File: src/rtl/ethernet_tx_scheduler.sv
`default_nettype none
// ============================================================================
// Module   : ethernet_tx_scheduler
// Brief    : Round-robin scheduler sharing one TX frame engine among N_REQ
//            requesters, with start timeout and post-frame holdoff.
// Revision : 1.0 - initial release
// ============================================================================
module ethernet_tx_scheduler #(
    parameter int N_REQ          = 4,
    parameter int MAX_PAYLOAD    = 1500,
    parameter int START_TIMEOUT  = 64,
    parameter int HOLDOFF_CYCLES = 2
) (
    input  logic                i_main_clk,
    input  logic                i_rst_n,
    input  logic [N_REQ-1:0]    i_req,
    input  logic [16*N_REQ-1:0] i_req_payload_size,
    input  logic [N_REQ-1:0]    i_req_use_lfsr,
    output logic [N_REQ-1:0]    o_grant,
    output logic [N_REQ-1:0]    o_done,
    output logic                o_error,
    output logic                o_tx_start,
    output logic [15:0]         o_tx_payload_size,
    output logic                o_tx_use_lfsr,
    input  logic                i_tx_fsm_busy,
    output logic                o_busy,
    output logic [15:0]         o_frame_count
);

    localparam int IW = $clog2(N_REQ);
    localparam int TW = $clog2(START_TIMEOUT + HOLDOFF_CYCLES + 2);

    localparam logic [IW-1:0]    c_last_idx     = IW'(N_REQ - 1);
    localparam logic [IW:0]      c_n_req        = (IW+1)'(N_REQ);
    localparam logic [TW-1:0]    c_timeout_last = TW'(START_TIMEOUT - 1);
    localparam logic [TW-1:0]    c_holdoff_last = TW'((HOLDOFF_CYCLES > 0) ? HOLDOFF_CYCLES - 1 : 0);
    localparam logic [15:0]      c_max_payload  = 16'(MAX_PAYLOAD);
    localparam logic [N_REQ-1:0] c_one          = N_REQ'(1);

    typedef enum logic [1:0] {
        S_IDLE      = 2'd0,
        S_START     = 2'd1,
        S_WAIT_DONE = 2'd2,
        S_HOLDOFF   = 2'd3
    } state_t;

    state_t          r_state;
    state_t          w_next_state;
    logic [IW-1:0]   r_rr_ptr;
    logic [IW-1:0]   r_win_idx;
    logic [TW-1:0]   r_timer;
    logic [IW-1:0]   w_win_idx;
    logic [15:0]     w_req_size;
    logic            w_accept;
    logic            w_timeout;
    logic            w_holdoff_done;

    // Scan downward so the candidate closest after rr_ptr is written last and wins.
    always_comb begin
        logic [IW:0] w_cand;
        w_cand    = '0;
        w_win_idx = '0;
        for (int off = N_REQ; off >= 1; off--) begin
            w_cand = {1'b0, r_rr_ptr} + (IW+1)'(off);
            if (w_cand >= c_n_req) begin
                w_cand = w_cand - c_n_req;
            end
            if (i_req[w_cand[IW-1:0]]) begin
                w_win_idx = w_cand[IW-1:0];
            end
        end
    end

    assign w_req_size     = i_req_payload_size[16*w_win_idx +: 16];
    assign w_accept       = (r_state == S_IDLE) && (|i_req) && !i_tx_fsm_busy;
    assign w_timeout      = (r_timer == c_timeout_last);
    assign w_holdoff_done = (HOLDOFF_CYCLES == 0) || (r_timer == c_holdoff_last);
    assign o_busy         = (r_state != S_IDLE);

    always_ff @(posedge i_main_clk or negedge i_rst_n) begin
        if (!i_rst_n) begin
            r_state <= S_IDLE;
        end else begin
            r_state <= w_next_state;
        end
    end

    // Busy is only meaningful once the start strobe is actually on the wire.
    always_comb begin
        w_next_state = r_state;
        case (r_state)
            S_IDLE: begin
                if (w_accept) w_next_state = S_START;
            end
            S_START: begin
                if (o_tx_start) begin
                    if (i_tx_fsm_busy)  w_next_state = S_WAIT_DONE;
                    else if (w_timeout) w_next_state = S_HOLDOFF;
                end
            end
            S_WAIT_DONE: begin
                if (!i_tx_fsm_busy) w_next_state = S_HOLDOFF;
            end
            S_HOLDOFF: begin
                if (w_holdoff_done) w_next_state = S_IDLE;
            end
            default: w_next_state = S_IDLE;
        endcase
    end

    always_ff @(posedge i_main_clk or negedge i_rst_n) begin
        if (!i_rst_n) begin
            o_grant           <= '0;
            o_done            <= '0;
            o_error           <= 1'b0;
            o_tx_start        <= 1'b0;
            o_tx_payload_size <= '0;
            o_tx_use_lfsr     <= 1'b0;
            o_frame_count     <= '0;
            r_rr_ptr          <= c_last_idx;
            r_win_idx         <= '0;
            r_timer           <= '0;
        end else begin
            o_grant <= '0;
            o_done  <= '0;
            o_error <= 1'b0;
            case (r_state)
                S_IDLE: begin
                    if (w_accept) begin
                        o_grant           <= c_one << w_win_idx;
                        r_win_idx         <= w_win_idx;
                        r_rr_ptr          <= w_win_idx;
                        o_tx_payload_size <= (w_req_size > c_max_payload) ? c_max_payload : w_req_size;
                        o_tx_use_lfsr     <= i_req_use_lfsr[w_win_idx];
                        r_timer           <= '0;
                    end
                end
                S_START: begin
                    if (!o_tx_start) begin
                        o_tx_start <= 1'b1;
                        r_timer    <= '0;
                    end else if (i_tx_fsm_busy) begin
                        o_tx_start <= 1'b0;
                        r_timer    <= '0;
                    end else if (w_timeout) begin
                        o_tx_start <= 1'b0;
                        o_error    <= 1'b1;
                        r_timer    <= '0;
                    end else begin
                        r_timer <= r_timer + TW'(1);
                    end
                end
                S_WAIT_DONE: begin
                    if (!i_tx_fsm_busy) begin
                        o_done        <= c_one << r_win_idx;
                        o_frame_count <= o_frame_count + 16'd1;
                        r_timer       <= '0;
                    end
                end
                S_HOLDOFF: begin
                    r_timer <= w_holdoff_done ? '0 : r_timer + TW'(1);
                end
                default: r_timer <= '0;
            endcase
        end
    end

endmodule
`default_nettype wire
File: config.mk
export PLATFORM = sky130hd
export DESIGN_NAME = ethernet_tx_scheduler
export DESIGN_NICKNAME = d
export VERILOG_FILES = /design/src/rtl/ethernet_tx_scheduler.sv
export SDC_FILE = /design/constraint.sdc
export NUM_CORES = 1
export LEC_CHECK = 0
export ABC_AREA = 0
export ABC_CLOCK_PERIOD_IN_PS = 3000
export CAP_MARGIN = 20
export CORE_UTILIZATION = 45
export CTS_BUF_LIST = sky130_fd_sc_hd__clkbuf_2
export DETAILED_ROUTE_END_ITERATION = 6
export HOLD_SLACK_MARGIN = 0.12
export PLACE_DENSITY = 0.94
export SKIP_CTS_REPAIR_TIMING = 1
export SLEW_MARGIN = 20
export SYNTH_ARGS = -nofsm -noshare
export SYNTH_HDL_FRONTEND = slang
export SYNTH_SLANG_ARGS = --single-unit
File: constraint.sdc
create_clock -name i_main_clk -period 3 [get_ports i_main_clk]
set_clock_uncertainty 0.05 [all_clocks]
set_input_delay 0.6 -clock i_main_clk [delete_from_list [all_inputs] [get_ports i_main_clk]]
set_output_delay 0.6 -clock i_main_clk [all_outputs]
set_load 0.005 [all_outputs]
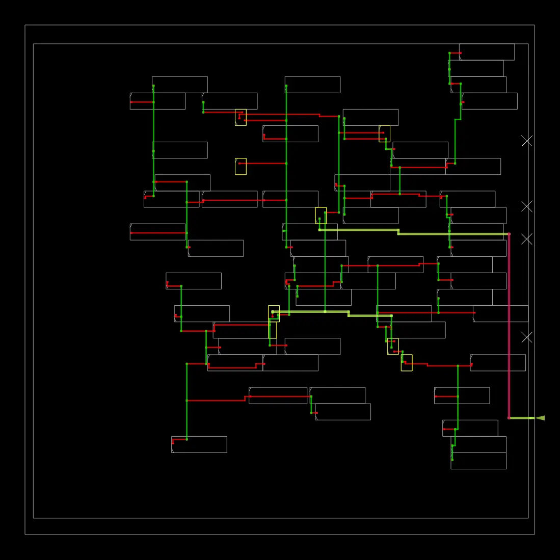
*Clock routing*
Flop Count: 56
clock buffers: 7

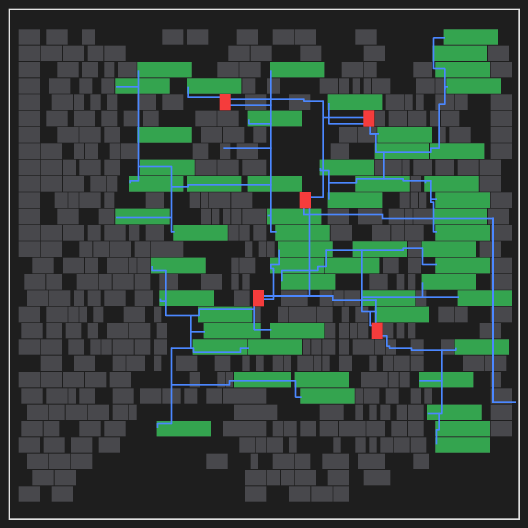
*Clock wires, drivers and flops*
(6 px per um)
[flip-flops] green | count: 56
[clock wires] blue | length: 587 um
[clock-net drivers] red | count: 5
routed clock nets: 6
clock-net power: 0.275 mW
clock group share of total power: 10.6%
Latency at later pin: 0.42 ns

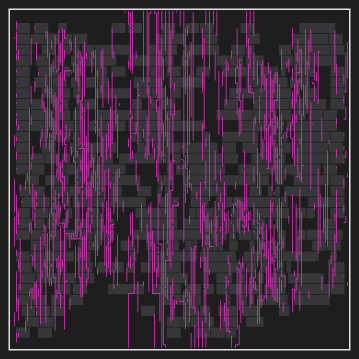
*Signal wires on met2*
(4 px per um) Cells faint in the background.
nets with wire on the layer: 446
longest straight run: 35.5 um
share of all routed wire: 55%
main direction: vertical
WL final: 7.60 mm
met2 usage: 43.5%
vias: 2,808

==> Slide: Implementation Results <==
Run Summary

Critical path
  – Setup CP Type: flip-flop to output pin
  – Worst path slowest cell: clkdlybuf4s50_1
  – Most frequent CP cell: inv_1

Placement
  – Placed Instances: 500
  – Global placement routability congestion: 0.857

Synthesis
  – Synth Instances: 306
  – Sequential area share after synthesis: 45.6%
  – Largest logic family: simple AND/OR/NAND/NOR gates
  – Mapped Nets: 388
  – Ys Warns: 0
  – Cell count in the Yosys report: 306

Clocking
  – H-tree levels: 2
  – Clk sinks: 56
  – Clock slew at reported path FFs: 0.24 ns

Routing
  – WL/cell: 14.9 um
  – DRC viols: 4
  – Via density: 5.52

Timing
  – Final Critical Period: 2.49 ns
  – Slew Viols, Final: 0
  – Fin. Hold Viols: 0
  – Post-route setup TNS: 0 ns

Finish
  – Final instance area: 4450 sq um
  – Area added between synthesis and finish: 44.5%
  – Top Layout Cells: clkdlybuf4s50_1, dfrtp_1, nand2_1, mux2i_1
  – Commonest Layout Cell: clkdlybuf4s50_1

Global route
  – Vias in the first global route: 2,752

Status
  – Outcome: finished, violations left
  – Violated checks: DRC

Die
  – Cell Rows: 29

Power
  – Worst VDD drop: 285 uV

Job
  – Maxcap violations: 0
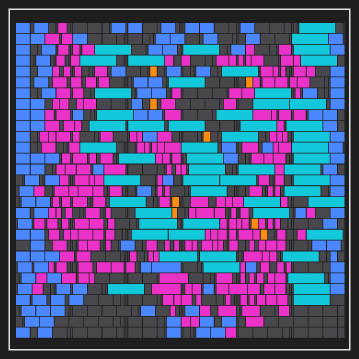
*Cells colored by class*
(4 px per um) Fill, decap, tap and diode cells in gray.
| class | color | cells | share of their area |
|---|---|---|---|
| remaining buffers and delay cells | blue | 129 | 29% |
| remaining logic cells | magenta | 239 | 38% |
| registers | cyan | 56 | 32% |
| clock drivers and dummy loads | orange | 8 | 0.89% |

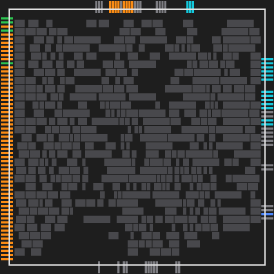
*Pin map*
(3 px per um) Pins as bars across the die edge, other pins in gray.
| port | color | pins | direction | edge |
|---|---|---|---|---|
| o_tx_start | blue | 1 | output | right |
| o_frame_count | cyan | 16 | output | 13 right, 3 top |
| i_req_payload_size | orange | 64 | input | 56 left, 8 top |
| i_req_use_lfsr | green | 4 | input | left |
all pins by edge: 60 left, 26 right, 22 top, 11 bottom
Die W: 84.7 um
die height: 84.7 um
PortBufs: 118

-- final timing paths --
kind / to / cells after the start / from
max: o_busy / 4 / r_state[0]
min reg2reg: o_frame_count[15] / 1 / o_frame_count[15]
max reg2reg: o_tx_payload_size[5] / 7 / r_rr_ptr[0]
min: o_frame_count[15] / 1 / o_frame_count[15]
max in group asynchronous: o_frame_count[8] / 3 / i_rst_n
min in group asynchronous: r_state[1] / 2 / i_rst_n
-- cell type report --
class | instances | area, sq um
Fill cell | 510 | 2040
Multi-Input combinational cell | 234 | 1620
Sequential cell | 56 | 1400
Timing Repair Buffer | 129 | 1270
Tap cell | 77 | 96.3
Clock buffer | 7 | 35.0
Inverter | 5 | 18.8
Clock inverter | 1 | 3.75
-- per-stage QoR --
stage / hold WS, ns / setup WS, ns / power, mW
6_report: 0.448 / 0.506 / 2.61
5_1_grt: 0.471 / 0.365 / 2.79
4_1_cts: -0.0420 / 0.476 / 2.62
3_5_place_dp: 0.422 / 0.0847 / 2.35
3_3_place_gp: 0.413 / 0.182 / 2.29
2_1_floorplan: 0.254 / 0.702 / 1.80
-- cells by family (layout without fill, tap and decap cells) --
logic type | Yosys count | after routing
adder cells (fa/ha/maj) | 7 | 7
AND/OR/NAND/NOR | 110 | 110
flip-flops | 56 | 56
AND-OR/OR-AND | 73 | 73
multiplexers | 29 | 29
XOR/XNOR | 15 | 15
buffers and inverters | 16 | 142
-- synth_stat cells, drive strengths merged, types with 2 or more instances --
library cell / instances / area, sq um
a211oi: 14 / 118
a21oi: 13 / 65.1
and2: 6 / 37.5
and3: 9 / 56.3
and4: 2 / 17.5
buf: 5 / 33.8
clkbuf: 6 / 22.5
dfrtp: 54 / 1350
dfstp: 2 / 52.6
ha: 7 / 87.6
inv: 5 / 18.8
mux2: 4 / 45.0
mux2i: 25 / 250
nand2: 25 / 93.8
nand2b: 5 / 31.3
nand3: 14 / 70.1
nand3b: 2 / 15.0
nand4: 2 / 12.5
nor2: 17 / 63.8
nor2b: 10 / 62.6
nor3: 5 / 25.0
nor3b: 3 / 22.5
o211ai: 2 / 15.0
o21a: 5 / 37.5
o21ai: 17 / 85.1
o22a: 7 / 61.3
o22ai: 2 / 12.5
o31a: 2 / 17.5
o31ai: 5 / 37.5
or4: 6 / 45.0
xnor2: 11 / 96.3
xor2: 4 / 35.0
-- sequential cells by signal, indices dropped and copies added (netlist names) --
name,flops
o_tx_use_lfsr,1
o_error,1
r_win_idx,2
o_tx_start,1
o_frame_count,16
r_state,2
r_timer,7
r_rr_ptr,2
o_done,4
o_tx_payload_size,16
o_grant,4
-- routing by layer --
layer	track usage [%]	part of all wire (%)	vias up
met5	0	0	-
li1	-	-	1369
met1	24.1	39	1326
met3	3.83	5.0	8
met2	43.5	55	105
met4	7.40	1.2	0
-- report_power, final --
part,total [mW],internal (mW),switching (mW)
clock,0.275,0.0624,0.213
sequential,1.03,0.896,0.137
combinational,1.30,0.691,0.606
-- worst max-delay path, delay by kind of cell (launching register included) --
| family | cells | cell delay [ns] |
|---|---|---|
| buf+inv | 3 | 0.72 |
| flops | 1 | 0.46 |
| fa+ha+maj | 1 | 0.24 |
Power figures rest on the tool's default switching activity, not on a simulated workload.
